## src/rtl/legv8_ctrl_pkg.sv

```systemverilog
`default_nettype none
// ============================================================================
// legv8_ctrl_pkg
//   Shared encodings for the LEGv8 multicycle control FSM.
//   Revision: 1.0
// ============================================================================
package legv8_ctrl_pkg;

  typedef enum logic [3:0] {
    ST_BOOT   = 4'd0,
    ST_FETCH  = 4'd1,
    ST_DECODE = 4'd2,
    ST_EXEC_R = 4'd3,
    ST_ADDR   = 4'd4,
    ST_MEM_RD = 4'd5,
    ST_MEM_WR = 4'd6,
    ST_WB_R   = 4'd7,
    ST_WB_LD  = 4'd8,
    ST_CBZ    = 4'd9,
    ST_BRANCH = 4'd10,
    ST_TRAP   = 4'd11
  } state_t;

  typedef enum logic [2:0] {
    OC_RTYPE   = 3'd0,
    OC_LOAD    = 3'd1,
    OC_STORE   = 3'd2,
    OC_CBZ     = 3'd3,
    OC_B       = 3'd4,
    OC_ILLEGAL = 3'd5
  } opclass_t;

  localparam logic [10:0] C_OP_ADD      = 11'b10001011000;
  localparam logic [10:0] C_OP_SUB      = 11'b11001011000;
  localparam logic [10:0] C_OP_AND      = 11'b10001010000;
  localparam logic [10:0] C_OP_ORR      = 11'b10101010000;
  localparam logic [10:0] C_OP_LDUR     = 11'b11111000010;
  localparam logic [10:0] C_OP_STUR     = 11'b11111000000;
  localparam logic [10:0] C_OP_CBZ      = 11'b10110100000;
  localparam logic [10:0] C_OP_CBZ_MASK = 11'b11111111000;
  localparam logic [10:0] C_OP_B        = 11'b00010100000;
  localparam logic [10:0] C_OP_B_MASK   = 11'b11111100000;

  localparam logic [1:0] C_ALUOP_ADD   = 2'b00;
  localparam logic [1:0] C_ALUOP_PASSB = 2'b01;
  localparam logic [1:0] C_ALUOP_RTYPE = 2'b10;

  localparam logic [1:0] C_SRCB_REG  = 2'b00;
  localparam logic [1:0] C_SRCB_FOUR = 2'b01;
  localparam logic [1:0] C_SRCB_DOFF = 2'b10;
  localparam logic [1:0] C_SRCB_BR   = 2'b11;

  // Registered per-state controls; gate_* / *_zero / *_ready flags are
  // later combined with the live mem_ready / zero / opcode inputs.
  typedef struct packed {
    logic [1:0] aluop;
    logic       alu_src_a;
    logic [1:0] alu_src_b;
    logic       mem_read;
    logic       mem_write;
    logic       i_or_d;
    logic       reg_write;
    logic       mem_to_reg;
    logic       pc_source;
    logic       illegal;
    logic       gate_fetch;
    logic       gate_decode;
    logic       pcw_always;
    logic       pcw_zero;
    logic       ret_always;
    logic       ret_ready;
  } ctl_t;

  function automatic ctl_t ctl_for(input state_t s);
    ctl_t c;
    c = '0;
    case (s)
      ST_FETCH: begin
        c.mem_read   = 1'b1;
        c.alu_src_b  = C_SRCB_FOUR;
        c.aluop      = C_ALUOP_ADD;
        c.gate_fetch = 1'b1;
      end
      ST_DECODE: begin
        c.aluop       = C_ALUOP_ADD;
        c.alu_src_b   = C_SRCB_BR;
        c.gate_decode = 1'b1;
      end
      ST_EXEC_R: begin
        c.aluop     = C_ALUOP_RTYPE;
        c.alu_src_a = 1'b1;
        c.alu_src_b = C_SRCB_REG;
      end
      ST_WB_R: begin
        c.reg_write  = 1'b1;
        c.ret_always = 1'b1;
      end
      ST_ADDR: begin
        c.aluop     = C_ALUOP_ADD;
        c.alu_src_a = 1'b1;
        c.alu_src_b = C_SRCB_DOFF;
      end
      ST_MEM_RD: begin
        c.mem_read = 1'b1;
        c.i_or_d   = 1'b1;
      end
      ST_WB_LD: begin
        c.reg_write  = 1'b1;
        c.mem_to_reg = 1'b1;
        c.ret_always = 1'b1;
      end
      ST_MEM_WR: begin
        c.mem_write = 1'b1;
        c.i_or_d    = 1'b1;
        c.ret_ready = 1'b1;
      end
      ST_CBZ: begin
        c.aluop      = C_ALUOP_PASSB;
        c.alu_src_a  = 1'b1;
        c.alu_src_b  = C_SRCB_REG;
        c.pc_source  = 1'b1;
        c.pcw_zero   = 1'b1;
        c.ret_always = 1'b1;
      end
      ST_BRANCH: begin
        c.pc_source  = 1'b1;
        c.pcw_always = 1'b1;
        c.ret_always = 1'b1;
      end
      ST_TRAP: c.illegal = 1'b1;
      default: c = '0;
    endcase
    return c;
  endfunction

endpackage
`default_nettype wire

```

## src/rtl/legv8_multicycle_control_if.sv

```systemverilog
`default_nettype none
// ============================================================================
// legv8_multicycle_control_if
//   Control/status bundle between the LEGv8 main control FSM and datapath.
//   Revision: 1.0
// ============================================================================
interface legv8_multicycle_control_if;
  logic [10:0] OpCode;
  logic        zero;
  logic        mem_ready;
  logic [1:0]  ALUOp;
  logic        alu_src_a;
  logic [1:0]  alu_src_b;
  logic        mem_read;
  logic        mem_write;
  logic        i_or_d;
  logic        ir_write;
  logic        pc_write;
  logic        reg_write;
  logic        pc_source;
  logic        reg2loc;
  logic        mem_to_reg;
  logic        retire;
  logic        illegal;

  modport master (
    input  OpCode, zero, mem_ready,
    output ALUOp, alu_src_a, alu_src_b, mem_read, mem_write, i_or_d,
           ir_write, pc_write, reg_write, pc_source, reg2loc, mem_to_reg,
           retire, illegal
  );

  modport slave (
    output OpCode, zero, mem_ready,
    input  ALUOp, alu_src_a, alu_src_b, mem_read, mem_write, i_or_d,
           ir_write, pc_write, reg_write, pc_source, reg2loc, mem_to_reg,
           retire, illegal
  );
endinterface
`default_nettype wire

```

## src/rtl/legv8_opclass.sv

```systemverilog
`default_nettype none
// ============================================================================
// legv8_opclass
//   Combinational classification of the 11-bit LEGv8 opcode.
//   Revision: 1.0
// ============================================================================
module legv8_opclass
  import legv8_ctrl_pkg::*;
(
  input  logic [10:0] i_opcode,
  output opclass_t    o_opclass
);

  always_comb begin
    o_opclass = OC_ILLEGAL;
    if (i_opcode == C_OP_ADD || i_opcode == C_OP_SUB ||
        i_opcode == C_OP_AND || i_opcode == C_OP_ORR)
      o_opclass = OC_RTYPE;
    else if (i_opcode == C_OP_LDUR)
      o_opclass = OC_LOAD;
    else if (i_opcode == C_OP_STUR)
      o_opclass = OC_STORE;
    else if ((i_opcode & C_OP_CBZ_MASK) == C_OP_CBZ)
      o_opclass = OC_CBZ;
    else if ((i_opcode & C_OP_B_MASK) == C_OP_B)
      o_opclass = OC_B;
  end

endmodule
`default_nettype wire

```

## src/rtl/legv8_multicycle_control.sv

```systemverilog
`default_nettype none
// ============================================================================
// legv8_multicycle_control
//   Multicycle main control FSM for the LEGv8 datapath.
//   Revision: 1.0
// ============================================================================
module legv8_multicycle_control
  import legv8_ctrl_pkg::*;
(
  input  logic                         clk,
  input  logic                         rst,
  legv8_multicycle_control_if.master   bus
);

  state_t   r_state;
  state_t   w_next;
  ctl_t     r_ctl;
  opclass_t w_class;

  legv8_opclass u_opclass (
    .i_opcode  (bus.OpCode),
    .o_opclass (w_class)
  );

  always_comb begin
    w_next = ST_BOOT;
    case (r_state)
      ST_BOOT:   w_next = ST_FETCH;
      ST_FETCH:  w_next = bus.mem_ready ? ST_DECODE : ST_FETCH;
      ST_DECODE: begin
        case (w_class)
          OC_RTYPE:          w_next = ST_EXEC_R;
          OC_LOAD, OC_STORE: w_next = ST_ADDR;
          OC_CBZ:            w_next = ST_CBZ;
          OC_B:              w_next = ST_BRANCH;
          default:           w_next = ST_TRAP;
        endcase
      end
      ST_EXEC_R: w_next = ST_WB_R;
      ST_WB_R:   w_next = ST_FETCH;
      ST_ADDR:   w_next = (w_class == OC_STORE) ? ST_MEM_WR : ST_MEM_RD;
      ST_MEM_RD: w_next = bus.mem_ready ? ST_WB_LD : ST_MEM_RD;
      ST_WB_LD:  w_next = ST_FETCH;
      ST_MEM_WR: w_next = bus.mem_ready ? ST_FETCH : ST_MEM_WR;
      ST_CBZ:    w_next = ST_FETCH;
      ST_BRANCH: w_next = ST_FETCH;
      ST_TRAP:   w_next = ST_TRAP;
      default:   w_next = ST_BOOT;
    endcase
  end

  // Controls are registered from the next state so they line up with it.
  always_ff @(posedge clk or posedge rst) begin
    if (rst) begin
      r_state <= ST_BOOT;
      r_ctl   <= '0;
    end else begin
      r_state <= w_next;
      r_ctl   <= ctl_for(w_next);
    end
  end

  assign bus.ALUOp      = r_ctl.aluop;
  assign bus.alu_src_a  = r_ctl.alu_src_a;
  assign bus.alu_src_b  = r_ctl.alu_src_b;
  assign bus.mem_read   = r_ctl.mem_read;
  assign bus.mem_write  = r_ctl.mem_write;
  assign bus.i_or_d     = r_ctl.i_or_d;
  assign bus.reg_write  = r_ctl.reg_write;
  assign bus.mem_to_reg = r_ctl.mem_to_reg;
  assign bus.pc_source  = r_ctl.pc_source;
  assign bus.illegal    = r_ctl.illegal;

  assign bus.ir_write = r_ctl.gate_fetch & bus.mem_ready;
  assign bus.pc_write = (r_ctl.gate_fetch & bus.mem_ready) | r_ctl.pcw_always |
                        (r_ctl.pcw_zero & bus.zero);
  assign bus.reg2loc  = r_ctl.gate_decode &
                        ((w_class == OC_STORE) || (w_class == OC_CBZ));
  assign bus.retire   = r_ctl.ret_always | (r_ctl.ret_ready & bus.mem_ready);

endmodule
`default_nettype wire

```

## src/flat_wrapper.sv

```systemverilog
// flat-port wrapper written by rule: the top's interface ports become plain ports
module legv8_multicycle_control_flat import legv8_ctrl_pkg::*;
  (clk, rst, bus_OpCode, bus_zero, bus_mem_ready, bus_ALUOp, bus_alu_src_a, bus_alu_src_b, bus_mem_read, bus_mem_write, bus_i_or_d, bus_ir_write, bus_pc_write, bus_reg_write, bus_pc_source, bus_reg2loc, bus_mem_to_reg, bus_retire, bus_illegal);
  legv8_multicycle_control_if bus_i ();
  input  logic clk;
  input  logic rst;
  input wire logic [$bits(bus_i.OpCode)-1:0] bus_OpCode;
  input wire logic [$bits(bus_i.zero)-1:0] bus_zero;
  input wire logic [$bits(bus_i.mem_ready)-1:0] bus_mem_ready;
  output wire logic [$bits(bus_i.ALUOp)-1:0] bus_ALUOp;
  output wire logic [$bits(bus_i.alu_src_a)-1:0] bus_alu_src_a;
  output wire logic [$bits(bus_i.alu_src_b)-1:0] bus_alu_src_b;
  output wire logic [$bits(bus_i.mem_read)-1:0] bus_mem_read;
  output wire logic [$bits(bus_i.mem_write)-1:0] bus_mem_write;
  output wire logic [$bits(bus_i.i_or_d)-1:0] bus_i_or_d;
  output wire logic [$bits(bus_i.ir_write)-1:0] bus_ir_write;
  output wire logic [$bits(bus_i.pc_write)-1:0] bus_pc_write;
  output wire logic [$bits(bus_i.reg_write)-1:0] bus_reg_write;
  output wire logic [$bits(bus_i.pc_source)-1:0] bus_pc_source;
  output wire logic [$bits(bus_i.reg2loc)-1:0] bus_reg2loc;
  output wire logic [$bits(bus_i.mem_to_reg)-1:0] bus_mem_to_reg;
  output wire logic [$bits(bus_i.retire)-1:0] bus_retire;
  output wire logic [$bits(bus_i.illegal)-1:0] bus_illegal;
  assign bus_i.OpCode = bus_OpCode;
  assign bus_i.zero = bus_zero;
  assign bus_i.mem_ready = bus_mem_ready;
  assign bus_ALUOp = bus_i.ALUOp;
  assign bus_alu_src_a = bus_i.alu_src_a;
  assign bus_alu_src_b = bus_i.alu_src_b;
  assign bus_mem_read = bus_i.mem_read;
  assign bus_mem_write = bus_i.mem_write;
  assign bus_i_or_d = bus_i.i_or_d;
  assign bus_ir_write = bus_i.ir_write;
  assign bus_pc_write = bus_i.pc_write;
  assign bus_reg_write = bus_i.reg_write;
  assign bus_pc_source = bus_i.pc_source;
  assign bus_reg2loc = bus_i.reg2loc;
  assign bus_mem_to_reg = bus_i.mem_to_reg;
  assign bus_retire = bus_i.retire;
  assign bus_illegal = bus_i.illegal;
  legv8_multicycle_control u_core (.clk(clk), .rst(rst), .bus(bus_i));
endmodule
```

## config.mk

```make
export PLATFORM = sky130hd
export DESIGN_NAME = legv8_multicycle_control_flat
export DESIGN_NICKNAME = d
export VERILOG_FILES = /design/src/rtl/legv8_ctrl_pkg.sv /design/src/rtl/legv8_multicycle_control_if.sv /design/src/rtl/legv8_opclass.sv /design/src/rtl/legv8_multicycle_control.sv /design/src/flat_wrapper.sv
export SDC_FILE = /design/constraint.sdc
export NUM_CORES = 1
export LEC_CHECK = 0
export CORE_MARGIN = 8
export CORE_UTILIZATION = 33
export DETAILED_ROUTE_END_ITERATION = 10
export MAX_ROUTING_LAYER = met4
export SYNTH_ARGS = -nofsm -noshare
export SYNTH_HDL_FRONTEND = slang
export SYNTH_SLANG_ARGS = --single-unit
```

## constraint.sdc

```tcl
create_clock -name clk -period 2.3 [get_ports clk]
set_clock_uncertainty 0.15 [all_clocks]
set_input_delay 0.345 -clock clk [delete_from_list [all_inputs] [get_ports clk]]
set_output_delay 0.345 -clock clk [all_outputs]
set_load 0.05 [all_outputs]
```

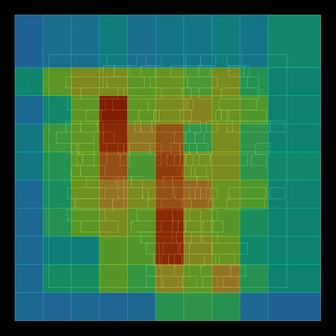
Figure 1: run 1, routing congestion map.
GRT Max-Usage Layer: met2
DR WL/cell: 13.7 um

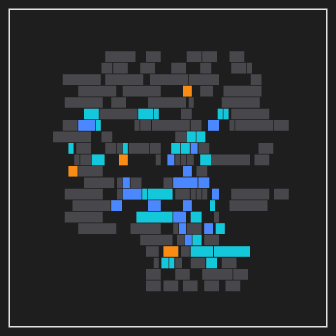
Figure 2: run 1, gate families picked out.
- AND and OR gates: orange (cells 4; where middle)
- inverting AOI/OAI gates: blue (cells 17; where middle)
- NOR gates: cyan (cells 26)

==> out/metrics.cfg, run 1 <==
[status]
status = completed

[setup_path]
critPathBufInv = 2
end_kind = output pin
slowest_delay_ns = 0.52
critical_path.startpoint_type = input port
cp.depth = 5
path_delay_family = buffers and inverters

[synth]
ys_cells = 106
synth-warning-count = 0
top_area_cell = dfrtp_1
synth.net_count = 121
yosysSeqAreaShare_pct = 45.8
synthTopCellsByCount = dfrtp_1, nand2_1, nor2_1, buf_4, inv_1

[floorplanning]
io_pins = 31
fp_util_pct = 34.4
row_count = 21
die_h_um = 75.0

[layout]
clk_share_pct = 1.65
clkbuf_count = 4
non_clock_buffer_count = 39
final_layout_top_logic_cells = clkdlybuf4s50_1, dfrtp_1, nand2_1
antennaDiodeCount = 0
nonClkBufAreaFrac_pct = 25.6
regMostFlops = u_core.r_ctl
n_all_inverters = 6

[place]
hpwlAfterDp_mm = 2.05
io_buffer_count = 30
placed_cells = 184

[global_routing]
track_usage_pct = 10.4
grt_pass1_wl_mm = 4.37
gr-usage-met1_pct = 12.1
globalRouteMet3Util_pct = 3.06
use_met2_pct = 17.1

[power]
p_leak_nw = 0.699
ir_drop_v = 0.000619

[sta]
slew-limit-headroom_pct = 65.8
worst_slew_pin_slew_ns = 0.511

[route]
route.met2.wl_mm = 1.32

[worst_hold_path]
hold_path.class = in2async

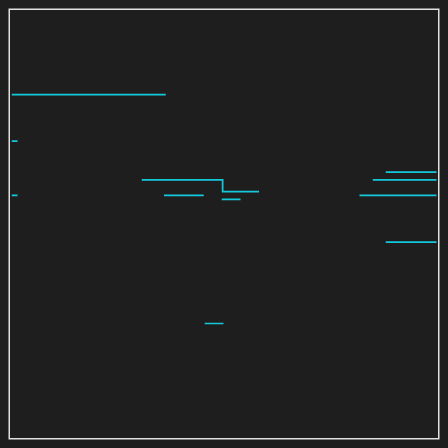
Figure 3: run 1, M3 wires.
- main direction: horizontal
- longest straight run: 26.7 um
- nets with wire on the layer: 9
- share of all routed wire: 4.0%
- wire length on this layer: 104 um
drt total wl: 2.58 mm
routed via count: 877

[run 1: report_power, final]
| part | total, mW | leakage (nW) | internal [mW] | switching [mW] |
|---|---|---|---|---|
| Combinational | 1.26 | 0.407 | 0.540 | 0.717 |
| Sequential | 0.617 | 0.276 | 0.494 | 0.123 |
| Clock | 0.171 | 0.0150 | 0.0675 | 0.103 |
[run 1: cell families (layout without fill, tap and decap cells)]
logic type,count (synthesis),count (layout),share of synthesized area (%)
AND/OR/NAND/NOR,51,51,32.5
flip-flops,21,21,45.8
AND-OR/OR-AND,20,20,13.5
buffers and inverters,13,49,6.86
XOR/XNOR,1,1,1.42
Figure 4. Wires at chosen ports, followed through buffers (run 1).
Bar = 20 um.
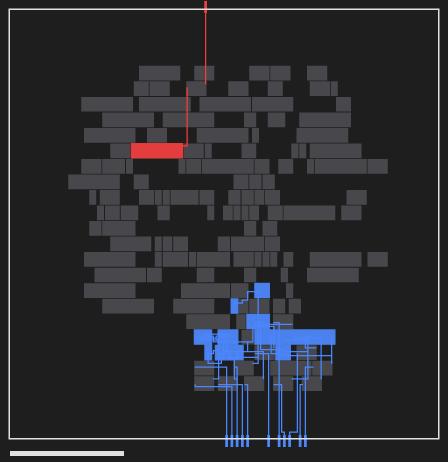

==> run 1 -> run 2 <==
--- a/config.mk
+++ b/config.mk
@@ -5,10 +5,10 @@
 export SDC_FILE = /design/constraint.sdc
 export NUM_CORES = 1
 export LEC_CHECK = 0
-export CORE_MARGIN = 8
 export CORE_UTILIZATION = 33
 export DETAILED_ROUTE_END_ITERATION = 10
 export MAX_ROUTING_LAYER = met4
+export SETUP_SLACK_MARGIN = 0.4
 export SYNTH_ARGS = -nofsm -noshare
 export SYNTH_HDL_FRONTEND = slang
 export SYNTH_SLANG_ARGS = --single-unit
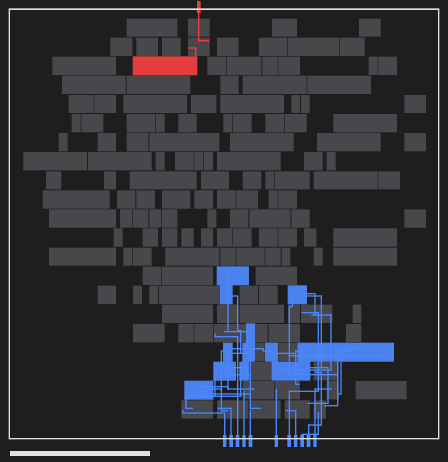
Figure 5: run 2, wires at chosen ports, followed through buffers.
Bar = 20 um.
- `bus_pc_source`: red (bits 1; direction output; edge top; end cells 1; buffers 1; wire 8.10 um)
- `bus_OpCode`: blue (bits 11; direction input; edge bottom; end cells 13; buffers 11; wire 325 um)
I/O pin count: 31
port buffer count: 30

==> out/metrics.cfg, run 2 <==
[global_routing]
track_usage_pct = 15.3  ; was 10.4%
grt_pass1_wl_mm = 4.07  ; was 4.37 mm

[power]
ir_drop_v = 0.000702  ; was 0.000619 V
p_leak_nw = 0.892  ; was 0.699 nW

[route]
vias = 993  ; was 877
wl_mm = 2.76  ; was 2.58 mm
route.met2.wl_mm = 1.41  ; was 1.32 mm
wl_per_cell_um = 13.7  ; about the same

[sta]
worst_slew_pin_slew_ns = 0.507  ; was 0.511 ns
slew-limit-headroom_pct = 66.3  ; was 65.8%

[setup_path]
critPathBufInv = 2  ; unchanged
critical_path.startpoint_type = register  ; was input port
cp.depth = 8  ; was 5
path_delay_family = AND-OR/OR-AND gates  ; was buffers and inverters

[synth]
ys_cells = 106  ; unchanged
xor_share_pct = 1.42  ; unchanged
yosysSeqAreaShare_pct = 45.8  ; unchanged
fa_ha_area_share_pct = 0  ; unchanged
top_logic_kind = simple AND/OR/NAND/NOR gates  ; unchanged
ys_sh_aoi_pct = 13.5  ; unchanged
ys_sh_simple_pct = 32.5  ; unchanged
top_area_cell = dfrtp_1  ; unchanged

[layout]
final_layout_top_logic_cells = buf_4, dfrtp_1, dlygate4sd2_1  ; was clkdlybuf4s50_1, dfrtp_1, nand2_1
regMostFlops = u_core.r_ctl  ; unchanged

[floorplanning]
row_count = 21  ; unchanged

[status]
status = completed  ; unchanged

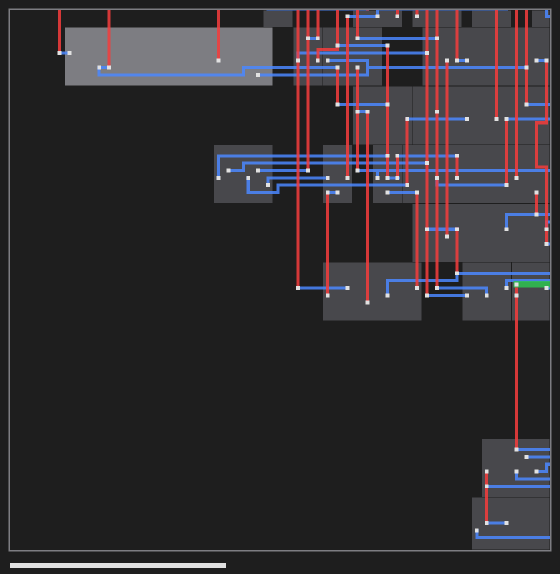
Figure 6: run 2, layout detail.
Bar = 10 um. Region (3, 3) to (28, 28) um. Cells in gray, sequential cells in the stronger gray; small squares are vias.
- met3: green
- met2: red
- met1: blue
- most frequent: buf_4 (3), nand2_1 (2)
- netlist names of flops here include: `u_core.r_state` (1)
- cells with their middle in the window: 16
- sequential cells in the window: 1

-- run 2: cell counts after synthesis --
Identical to the previous run, type by type.
-- run 2: layout make-up --
type / instances / area, um^2 / area share (%)
Clock buffer: 4 / 26.3 / 1.50
Multi-Input combinational cell: 72 / 606 / 34.5
Timing Repair Buffer: 53 / 510 / 29.1
Tap cell: 46 / 57.6 / 3.28
Inverter: 6 / 22.5 / 1.28
Sequential cell: 21 / 531 / 30.3
-- run 2: report_power, final --
| group | switching (mW) | internal, mW |
|---|---|---|
| Sequential | 0.101 | 0.500 |
| Clock | 0.0984 | 0.0675 |
| Combinational | 0.810 | 0.634 |
-- run 2: what timing repair did --
item                       4_1_cts  5_1_grt
pin swaps                        8        9
setup buffers                    5        8
setup endpoints to repair       26       13
cloned                           0        0
gates resized                   24       28
Figure 7. Gate families picked out (run 2).
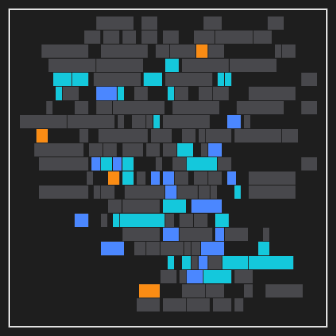

==> run 2 -> run 3 <==
==> constraint.sdc (replaced) <==
create_clock -name clk -period 1.9 [get_ports clk]
set_clock_uncertainty 0.15 [all_clocks]
set_input_delay 0.285 -clock clk [delete_from_list [all_inputs] [get_ports clk]]
set_output_delay 0.285 -clock clk [all_outputs]
set_load 0.05 [all_outputs]
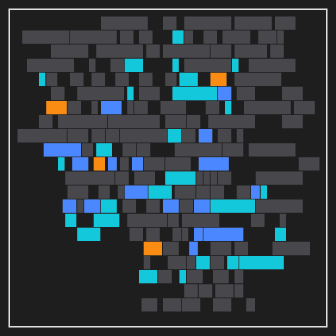
Figure 8: run 3, gate families picked out.
- AND and OR gates: orange (cells 4)
- NOR gates: cyan (cells 26)
- inverting AOI/OAI gates: blue (cells 17)

==> out/metrics.cfg, run 3 <==
[sta]
slew-limit-headroom_pct = 78.9  ; was 66.3%

[place]
hpwlAfterDp_mm = 1.99  ; was 1.86 mm
io_buffer_count = 30  ; unchanged

[layout]
logic_gates = 72  ; unchanged
nonClkBufAreaFrac_pct = 31.2  ; was 29.1%
seq_share_pct = 27.8  ; was 30.3%
regMostFlops = u_core.r_ctl  ; unchanged
logic_area_um2 = 673  ; was 606 um^2
comb_share_pct = 35.4  ; was 34.5%

[route]
wl_mm = 2.96  ; was 2.76 mm
vias = 985  ; was 993
wl_per_cell_um = 13.8  ; was 13.7 um

[global_routing]
track_usage_pct = 17.4  ; was 15.3%
use_met2_pct = 28.3  ; was 24.2%
grt_busiest_layer = met2  ; unchanged
grt_pass1_wl_mm = 4.62  ; was 4.07 mm

[synth]
synthTopCellsByCount = dfrtp_1, nand2_1, nor2_1, buf_4, inv_1  ; unchanged

[setup_path]
end_kind = register  ; unchanged
slowest_delay_ns = 0.49  ; was 0.46 ns

[power]
p_sw_share_pct = 44.5  ; was 45.7%
ir_drop_v = 0.00118  ; was 0.000702 V
combPwrFrac_pct = 68.3  ; was 65.3%

[status]
status = completed  ; unchanged

[cts]
post_cts_resized = 57  ; was 24

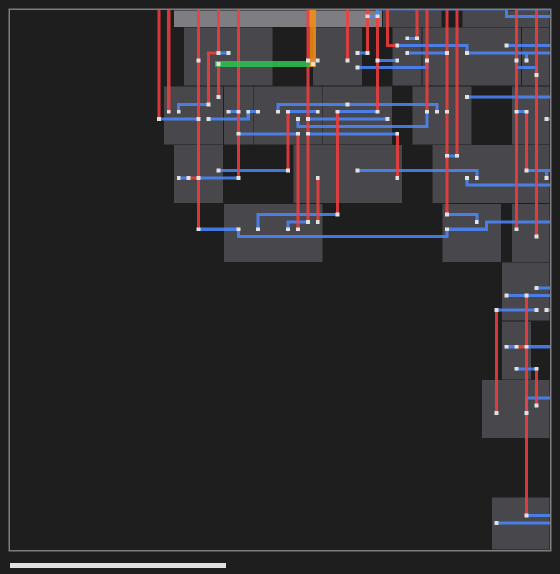
Figure 9: run 3, layout detail.
Bar = 10 um. Region (3, 3) to (28, 28) um. Cells in gray, sequential cells in the stronger gray; small squares are vias.

-- run 3: netlist changes by cell type in the layout (fill, tap and decap cells not counted), sizes merged --
cell	change
buf	+24
dlygate4sd2	-10
dlymetal6s2s	-6
clkdlybuf4s15	+5
clkbuf	-2
clkdlybuf4s50	+1
-- run 3: path summary, 6_finish.rpt --
kind,slack (ns),from,to,depth (start not counted)
max in group asynchronous,1.22,rst,u_core.r_state[0],3
min in group clk,0.28,bus_mem_ready,u_core.bus.mem_to_reg,4
worst max register to register,0.09,u_core.r_state[1],u_core.bus.alu_src_a,7
worst min-delay path,0.15,rst,u_core.bus.reg_write,3
worst max-delay path,0.09,u_core.r_state[1],u_core.bus.alu_src_a,7
worst min register to register,0.55,u_core.r_state[1],u_core.bus.mem_to_reg,2

==> gallery <==
Sequential cells grouped by signal name.
Bar = 20 um.
(a)
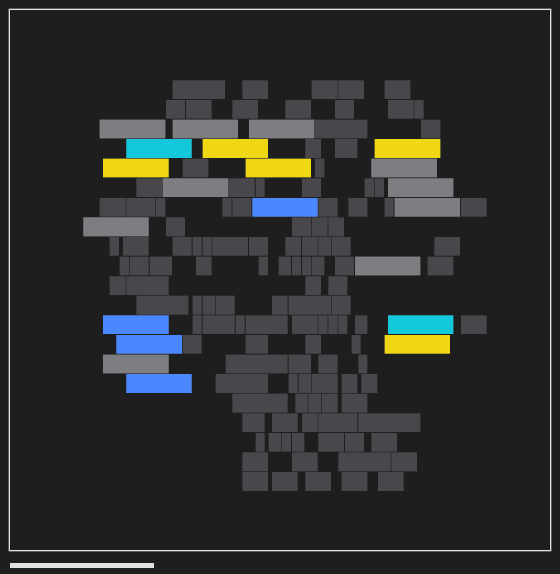
(b)
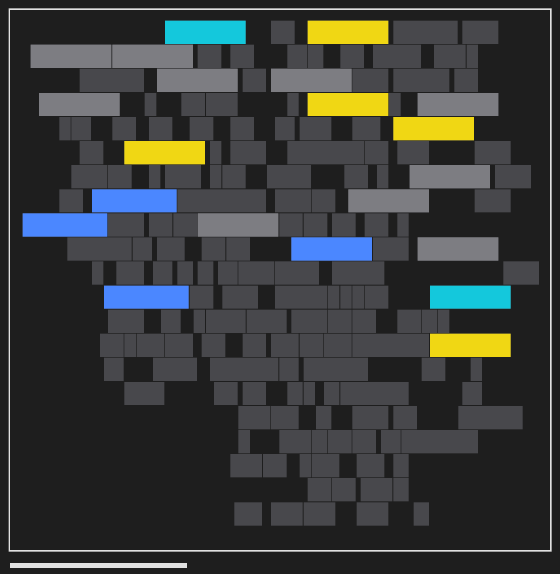
(c)
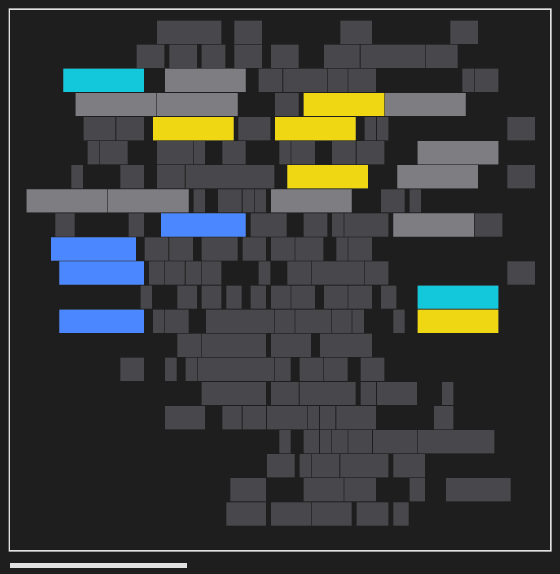
| from | picture |
|---|---|
| run 2 | (c) |
| run 1 | (a) |
| run 3 | (b) |

Power and IR drop assume default switching activity.
